===== src/rtl/bitwise_gate_pipe.sv =====
// bitwise_gate_pipe: two-stage valid/ready pipeline that applies one of eight
// bitwise gates (AND/OR/NAND/NOR/XOR/XNOR/NOT a/BUF a) to a and b.
// Stage 1 registers the operands and op. Stage 2 registers the result and its op.
// Optional macro GATE_XFER_CNT_EN builds a wrapping counter of output transfers
// on xfer_cnt. When the macro is undefined, xfer_cnt is tied to zero.
module bitwise_gate_pipe #(
    parameter int WIDTH = 8,
    parameter int CNT_W = 16
) (
    input  logic             clk,
    input  logic             rst_n,
    input  logic             in_valid,
    output logic             in_ready,
    input  logic [WIDTH-1:0] a,
    input  logic [WIDTH-1:0] b,
    input  logic [2:0]       op,
    output logic             out_valid,
    input  logic             out_ready,
    output logic [WIDTH-1:0] y,
    output logic [2:0]       out_op,
    output logic [CNT_W-1:0] xfer_cnt
);

    localparam logic [2:0] OP_AND  = 3'b000;
    localparam logic [2:0] OP_OR   = 3'b001;
    localparam logic [2:0] OP_NAND = 3'b010;
    localparam logic [2:0] OP_NOR  = 3'b011;
    localparam logic [2:0] OP_XOR  = 3'b100;
    localparam logic [2:0] OP_XNOR = 3'b101;
    localparam logic [2:0] OP_NOTA = 3'b110;

    // Bitwise gate selected by sel. The NOT a and BUF a codes ignore b.
    function automatic logic [WIDTH-1:0] gate(input logic [WIDTH-1:0] ga,
                                              input logic [WIDTH-1:0] gb,
                                              input logic [2:0]       sel);
        case (sel)
            OP_AND:  return ga & gb;
            OP_OR:   return ga | gb;
            OP_NAND: return ~(ga & gb);
            OP_NOR:  return ~(ga | gb);
            OP_XOR:  return ga ^ gb;
            OP_XNOR: return ~(ga ^ gb);
            OP_NOTA: return ~ga;
            default: return ga;
        endcase
    endfunction

    logic             s1_v;
    logic [WIDTH-1:0] s1_a;
    logic [WIDTH-1:0] s1_b;
    logic [2:0]       s1_op;
    logic             s2_v;
    logic [WIDTH-1:0] y_q;
    logic [2:0]       op_q;
    logic             s2_adv;

    // Stage 2 can take new content when it is empty or its result leaves now.
    assign s2_adv    = ~s2_v | out_ready;
    // Stage 1 can take new content when it is empty or it moves into stage 2 now.
    // in_ready is held low while reset is asserted.
    assign in_ready  = rst_n & (~s1_v | s2_adv);
    assign out_valid = s2_v;
    assign y         = y_q;
    assign out_op    = op_q;

    // Stage 1 occupancy. It refills from the input or empties as its content moves on.
    always_ff @(posedge clk) begin
        // NOTE: every clocked register uses non-blocking assignment, so all stages
        // sample the values from before the edge and the pipeline shifts cleanly.
        if (!rst_n) begin
            s1_v <= 1'b0;
        end else if (in_ready) begin
            s1_v <= in_valid;
        end
    end

    // Stage 1 operand capture. Only an actual input transfer changes these registers.
    always_ff @(posedge clk) begin
        // NOTE: these data registers have no reset. s1_v qualifies them, so
        // their contents after reset do not matter.
        if (in_valid && in_ready) begin
            s1_a  <= a;
            s1_b  <= b;
            s1_op <= op;
        end
    end

    // Stage 2 computes the result and holds it steady while downstream stalls.
    always_ff @(posedge clk) begin
        if (!rst_n) begin
            s2_v <= 1'b0;
            y_q  <= '0;
            op_q <= 3'b000;
        end else if (s2_adv) begin
            s2_v <= s1_v;
            if (s1_v) begin
                y_q  <= gate(s1_a, s1_b, s1_op);
                op_q <= s1_op;
            end
        end
    end

`ifdef GATE_XFER_CNT_EN
    logic [CNT_W-1:0] cnt_q;

    // Count completed output transfers. The counter wraps naturally at 2^CNT_W.
    always_ff @(posedge clk) begin
        if (!rst_n) begin
            cnt_q <= '0;
        end else if (s2_v && out_ready) begin
            cnt_q <= cnt_q + 1'b1;
        end
    end

    assign xfer_cnt = cnt_q;
`else
    assign xfer_cnt = '0;
`endif

endmodule


===== config.mk =====
export PLATFORM = sky130hd
export DESIGN_NAME = bitwise_gate_pipe
export DESIGN_NICKNAME = d
export VERILOG_FILES = /design/src/rtl/bitwise_gate_pipe.sv
export SDC_FILE = /design/constraint.sdc
export NUM_CORES = 1
export LEC_CHECK = 0
export CAP_MARGIN = 20
export CORE_ASPECT_RATIO = 0.75
export CORE_MARGIN = 8
export CORE_UTILIZATION = 49
export DETAILED_ROUTE_END_ITERATION = 8
export GPL_TIMING_DRIVEN = 0
export PLACE_DENSITY = 0.88
export SYNTH_ARGS = -nofsm -noshare
export SYNTH_HDL_FRONTEND = slang
export SYNTH_SLANG_ARGS = --single-unit

===== constraint.sdc =====
create_clock -name clk -period 2.5 [get_ports clk]
set_clock_uncertainty 0.15 [all_clocks]
set_input_delay 0.5 -clock clk [delete_from_list [all_inputs] [get_ports clk]]
set_output_delay 0.5 -clock clk [all_outputs]
set_load 0.03 [all_outputs]

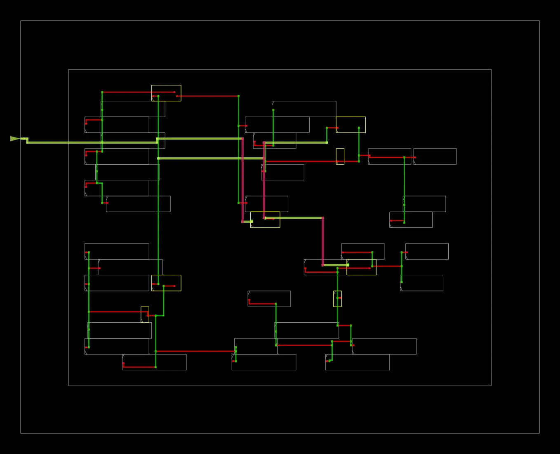
Figure 1: run 1, clock wiring as the flow saved it.
worst skew pair latency: 290 ps
flop count: 32

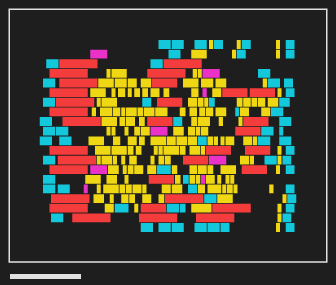
Figure 2: run 1, placed cells, one colour a class.
Scale bar: 20 um.
[yellow] combinational and other logic | cells: 156
[magenta] clock drivers and dummy loads | cells: 8
[cyan] other buffers and delay cells | cells: 61
[red] flops | cells: 32

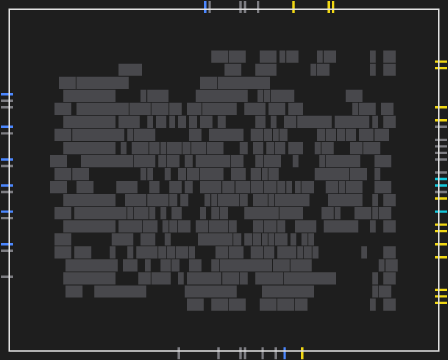
Figure 3: run 1, pin placement.
Pins as bars across the die edge, other pins in grey.
[cyan] `out_op` | pins: 3 | direction: output | edge: east
[yellow] `xfer_cnt` | pins: 16 | direction: output | edge: 12 east, 3 north, 1 south
[blue] `b` | pins: 8 | direction: input | edge: 6 west, 1 south, 1 north
all pins by edge: 22 east, 14 west, 8 south, 8 north

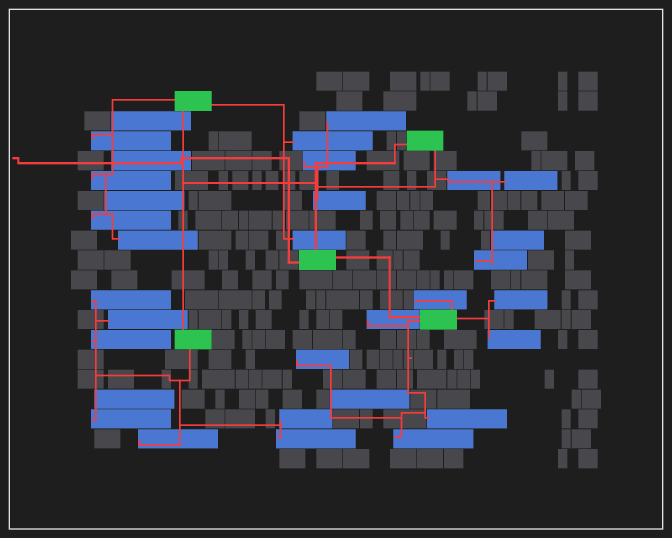
Figure 4: run 1, routed clock nets over the placement.
[red] clock wires | length: 443 um
[blue] flip-flops | count: 32
[green] clock drivers | count: 5
routed clock nets: 6

run 1: critical path: stages:
cell and delay (ps):
clkdlybuf4s50_1 410, nor2b_2 240, a21boi_1 120, dlygate4sd2_1 360
run 1: where the power goes:
group          switching, W  internal [W]  total [W]  leakage (nW)
Combinational      0.000139      0.000116   0.000255         0.766
Clock              0.000182      0.000193   0.000376        0.0399
Sequential        0.0000162      0.000587   0.000603         0.285
Total              0.000338      0.000897    0.00123          1.09
run 1: cell type report:
cell class | count | area, um2 | area share
Timing Repair Buffer | 34 | 339 | 0.135
Inverter | 17 | 63.8 | 0.0254
Clock buffer | 7 | 76.3 | 0.0303
Clock inverter | 1 | 3.75 | 0.00149
Sequential cell | 32 | 831 | 0.330
Buffer | 27 | 195 | 0.0776
Tap cell | 55 | 68.8 | 0.0273
Multi-Input combinational cell | 139 | 938 | 0.373
run 1: cell families (layout without fill, tap and decap cells):
| group | count (synthesis) | after routing | synth area share |
|---|---|---|---|
| and+or+nand+nor | 63 | 63 | 0.168 |
| buffers and inverters | 44 | 86 | 0.131 |
| DFF | 32 | 32 | 0.421 |
| adders and majority gates | 16 | 16 | 0.102 |
| other | 1 | 16 | 0.00190 |
| muxes | 4 | 4 | 0.0209 |
| xor gates and xnor gates | 8 | 8 | 0.0355 |
| AOI/OAI and AO/OA | 32 | 32 | 0.119 |
run 1: stage by stage:
stage / hold slack (ps) / utilization / total power, W / setup slack [ps]
global placement: 303 / 0.616 / 0.000862 / -59.7
finish: 312 / 0.636 / 0.00123 / 209
global route: 340 / 0.636 / 0.00130 / 142
detailed placement: 308 / 0.616 / 0.000870 / -71.3
CTS: 317 / 0.636 / 0.00125 / 209
floorplan: 362 / - / 0.000786 / 91.0
==> run summary, run 1 <==
status = complete, no violations
final std cells w/o fill = 312
Inserted Clock Buffers = 5
Top-area cell share = 0.289
first-pass GRT wire length = 6.82 mm
nets = 295
Remaining Overflow, GRT = 0
Horiz. Die Dim = 89.3 um
CP max FO = 6
htree depth = 2
crit path from = out_ready
chip area = 6330 um2
FF-to-FF Start = out_valid
vias in the first global route = 1499
placed cell count = 304
Rows = 20
Yosys chip area = 1970 um2
startpoint types = input pin
Required @ worst endpoint = 1850 ps
hpwl dp = 3.07 mm
number of filler cells placed in the layout = 340
most instantiated cells after synthesis = 20 x buf_4, 19 x edfxtp_1, 17 x inv_1
top routing layer in use = met4
# port buffers = 34
Design Area, Final = 2520 um2
DR DRC count = 0
Top cell excl fill/tap = clkdlybuf4s50_1
--- run 2 (diff from run 1) ---
--- a/config.mk
+++ b/config.mk
@@ -10,8 +10,9 @@
 export CORE_MARGIN = 8
 export CORE_UTILIZATION = 49
 export DETAILED_ROUTE_END_ITERATION = 8
-export GPL_TIMING_DRIVEN = 0
+export GPL_TIMING_DRIVEN = 1
 export PLACE_DENSITY = 0.88
+export SETUP_SLACK_MARGIN = 0.02
 export SYNTH_ARGS = -nofsm -noshare
 export SYNTH_HDL_FRONTEND = slang
 export SYNTH_SLANG_ARGS = --single-unit
==> run summary, run 2 <==
Adder Share, Synth = 0.102 (unchanged)
Yosys chip area = 1970 um2 (unchanged)
hpwl dp = 2.78 mm (-9.5%)
Register Area = 831 um2 (unchanged)
Required @ worst endpoint = 1850 ps (about the same)
Switching Share = 0.265 (-0.00820)
Reg power frac = 0.493 (+0.004)
first-pass GRT wire length = 5.87 mm (-14%)
P_int = 0.000910 W (+1.5%)
most instantiated cells after synthesis = 20 x buf_4, 19 x edfxtp_1, 17 x inv_1
crit-path max cell delay = 590 ps (+180 ps)
Psw = 0.000329 W (-2.7%)
Inserted Clock Buffers = 5 (unchanged)
final std cells w/o fill = 292 (-6.4%)
CP max FO = 8 (+2)
Buf+Inv Stages, Crit Path = 2 (unchanged)
yosys simple share = 0.168 (unchanged)
Top delay family on crit path = buffers and inverters
WP depth = 3 (-1)
Clk pwr share = 0.326 (+0.021)
status = complete, no violations
number of filler cells placed in the layout = 336 (-1.2%)
combinational share of power = 0.180 (-0.027)
vias in the first global route = 1306 (-13%)
DR DRC count = 0 (unchanged)
logic area = 938 um2 (unchanged)
CP cell instances = clkdlybuf4s50_1 > a21boi_1 > buf_4
nets = 275 (-6.8%)
htree depth = 2 (unchanged)
ao+oa area frac = 0.119 (unchanged)
startpoint types = input pin
dominant kind of combinational cell = simple AND/OR/NAND/NOR gates
CP max-delay cell = clkdlybuf4s50_1
FF-to-FF Start = s1_op[1]
xor/xnor share = 0.0355 (unchanged)
Remaining Overflow, GRT = 0 (unchanged)
worst skew pair latency = 280 ps (about the same)
Mux area share = 0.0209 (unchanged)
==> run 2: cell counts after synthesis <==
Identical to the previous run, type by type.
==> run 2: metal layers <==
| metal | part of all wire | wire length, um | track usage | vias up |
|---|---|---|---|---|
| met3 | 0.10 | 367 | 0.0567 | 5 |
| met5 | 0 | 0 | 0 | - |
| met1 | 0.45 | 1620 | 0.143 | 655 |
| met4 | 0.012 | 44 | 0.0386 | 0 |
| li1 | - | - | - | 735 |
| met2 | 0.44 | 1600 | 0.180 | 50 |
==> run 2: stage by stage <==
stage | instance area (um2) | setup slack [ps] | power (W) | util
2_1_floorplan | 2030 | 91.0 | 0.000786 | -
3_3_place_gp | 2290 | 320 | 0.000839 | 0.580
3_5_place_dp | 2290 | 286 | 0.000845 | 0.580
4_1_cts | 2380 | 355 | 0.00126 | 0.603
5_1_grt | 2380 | 313 | 0.00130 | 0.603
6_report | 2380 | 355 | 0.00124 | 0.603
==> run 2: power groups by stage <==
stage                     sequential [W]  combinational (W)  clock (W)
after global routing            0.000614           0.000243   0.000441
after CTS                       0.000611           0.000224   0.000422
after global placement          0.000621           0.000218          0
final                           0.000611           0.000223   0.000404
after detailed placement        0.000622           0.000223          0
after floorplan                 0.000633           0.000153          0
==> run 2: layout make-up <==
type                       count  share of cell area
timing repair buffer          41               0.165
sequential                    32               0.348
inverter                      17              0.0268
clock buffer                   8              0.0378
multi-input combinational    139               0.393
tap                           55              0.0289
==> run 2: logic make-up after synthesis <==
group / Yosys count
flip-flops: 32
AND-OR/OR-AND: 32
buffers and inverters: 44
XOR/XNOR: 8
other: 1
adder cells (fa/ha/maj): 16
multiplexers: 4
AND/OR/NAND/NOR: 63
==> run 2: worst register-to-register path, stage by stage (launching register included) <==
cell	delay, ps
edfxtp_1	820
buf_4	270
nor2_1	40
mux2_2	290
o41ai_2	300
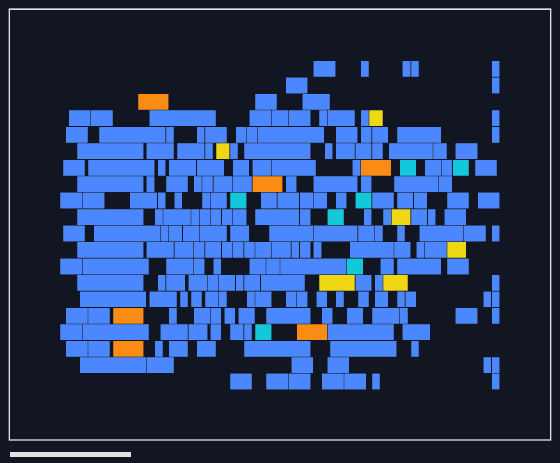
Figure 5: run 2, cells by drive strength.
Scale bar: 20 um.
[yellow] _2 cells | cells: 6 | share: 2.5%
[orange] _6 and larger | cells: 6 | share: 2.5%
[blue] _0 and _1 cells | cells: 218 | share: 92%
[cyan] _3 and _4 cells | cells: 7 | share: 3.0%

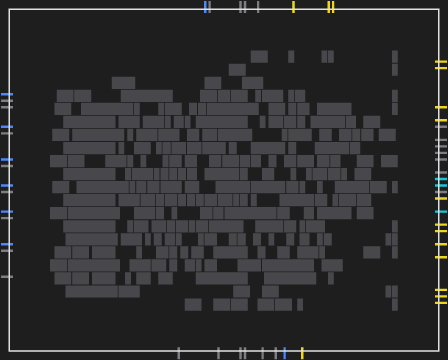
Figure 6: run 2, pin placement.
Pins as bars across the die edge, other pins in grey.
Horiz. Die Dim: 89.3 um
# port buffers: 35
Vert. Die Dim: 70.9 um

--- run 3 (diff from run 2) ---
--- a/config.mk
+++ b/config.mk
@@ -11,8 +11,7 @@
 export CORE_UTILIZATION = 49
 export DETAILED_ROUTE_END_ITERATION = 8
 export GPL_TIMING_DRIVEN = 1
-export PLACE_DENSITY = 0.88
-export SETUP_SLACK_MARGIN = 0.02
+export PLACE_DENSITY = 0.81
 export SYNTH_ARGS = -nofsm -noshare
 export SYNTH_HDL_FRONTEND = slang
 export SYNTH_SLANG_ARGS = --single-unit
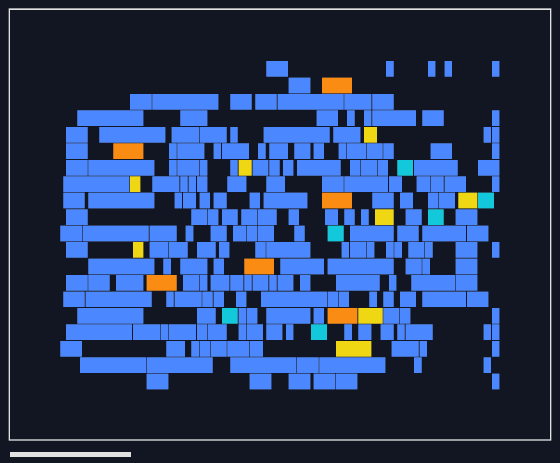
Figure 7: run 3, cells by drive strength.
Scale bar: 20 um.
[blue] _0 and _1 cells | cells: 216 | share: 92%
[cyan] _3 and _4 cells | cells: 6 | share: 2.5%
[yellow] _2 cells | cells: 8 | share: 3.4%
[orange] _6 and larger | cells: 6 | share: 2.5%

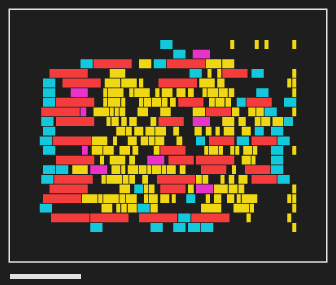
Figure 8: run 3, placed cells, one colour a class.
Scale bar: 20 um.
fraction of area in registers: 0.349
Rows: 20
core area: 3950 um2

==> run summary, run 3 <==
first-pass GRT wire length = 6.06 mm (+3.3%)
nets = 274 (-0.36%)
most instantiated cells after synthesis = 20 x buf_4, 19 x edfxtp_1, 17 x inv_1
fin worst setup slack = 402 ps (+46.1 ps)
Switching Share = 0.272 (+0.00648)
startpoint types = input pin
hpwl dp = 2.81 mm (+1.2%)
number of enable flip-flop cells = 19
combinational group power = 0.000226 W (about the same)
CP max-delay cell = clkdlybuf4s50_1
Seq group = 0.000607 W (-0.7%)
Vert. Die Dim = 70.9 um (unchanged)
Clk pwr share = 0.329 (+0.003)
Inserted Clock Buffers = 5 (unchanged)
Top delay family on crit path = buffers and inverters
worst skew pair latency = 280 ps (about the same)
Final Util = 0.602 (-0.00127)
Remaining Overflow, GRT = 0 (unchanged)
P_int = 0.000904 W (-0.63%)
Design Area, Final = 2380 um2 (-0.21%)
Psw = 0.000337 W (+2.7%)
FF-to-FF Start = s1_op[1]
# port buffers = 35 (unchanged)
crit-path max cell delay = 410 ps (-180 ps)
Yosys chip area = 1970 um2 (unchanged)
htree depth = 2 (unchanged)
Required @ worst endpoint = 1850 ps (about the same)
status = complete, no violations
Pwr top = sequential cells
combinational share of power = 0.182 (+0.002)
vias in the first global route = 1351 (+3.4%)
DR DRC count = 0 (unchanged)
Horiz. Die Dim = 89.3 um (unchanged)
Placed Area = 2290 um2 (-0.33%)
CP cell instances = clkdlybuf4s50_1 > nor2b_2 > a21boi_1 > buf_4
## run 3: cells by family (layout without fill, tap and decap cells)
group	count (synthesis)	after routing	synth area share
buffers and inverters	44	65	0.131
adders and majority gates	16	16	0.102
DFF	32	32	0.421
and+or+nand+nor	63	63	0.168
AOI/OAI and AO/OA	32	32	0.119
muxes	4	4	0.0209
xor gates and xnor gates	8	8	0.0355
other	1	16	0.00190
## run 3: worst max path at each step
| stage | cells past startpoint | slack, ps | startpoint | endpoint |
|---|---|---|---|---|
| floorplan | 3 | 90 | rst_n | s1_a[0] |
| global placement | 5 | 380 | rst_n | y[3] |
| detailed placement | 5 | 320 | rst_n | y[4] |
| CTS | 4 | 410 | out_ready | in_ready |
| global route | 4 | 350 | out_ready | in_ready |
| finish | 4 | 400 | out_ready | in_ready |
## run 3: worst reg2reg max path: stages (launching register included)
cell and delay (ps):
edfxtp_1 520, buf_4 340, and2b_1 240, o21ai_0 140
a21oi_1 70, o41ai_1 310
## run 3: metrics by stage
stage | total power (W) | std cells
floorplan | 0.000786 | 215
detailed placement | 0.000845 | 283
global route | 0.00130 | 291
global placement | 0.000840 | 283
CTS | 0.00125 | 291
finish | 0.00124 | 291
## run 3: area by class of cell
class / count / area [um2]
Fill cell: 344 / 1570
Multi-Input combinational cell: 139 / 938
Sequential cell: 32 / 831
Timing Repair Buffer: 40 / 385
Clock buffer: 6 / 82.6
Tap cell: 55 / 68.8
Inverter: 17 / 63.8
Clock inverter: 2 / 10.0
## run 3: per-layer routing
metal	vias to the layer above	global-route usage	wire length [um]
met5	-	0	0
met3	4	0.0428	379
met2	60	0.180	1580
met1	612	0.156	1640
met4	0	0.0551	43
li1	732	-	-
Power and IR drop assume default switching activity.
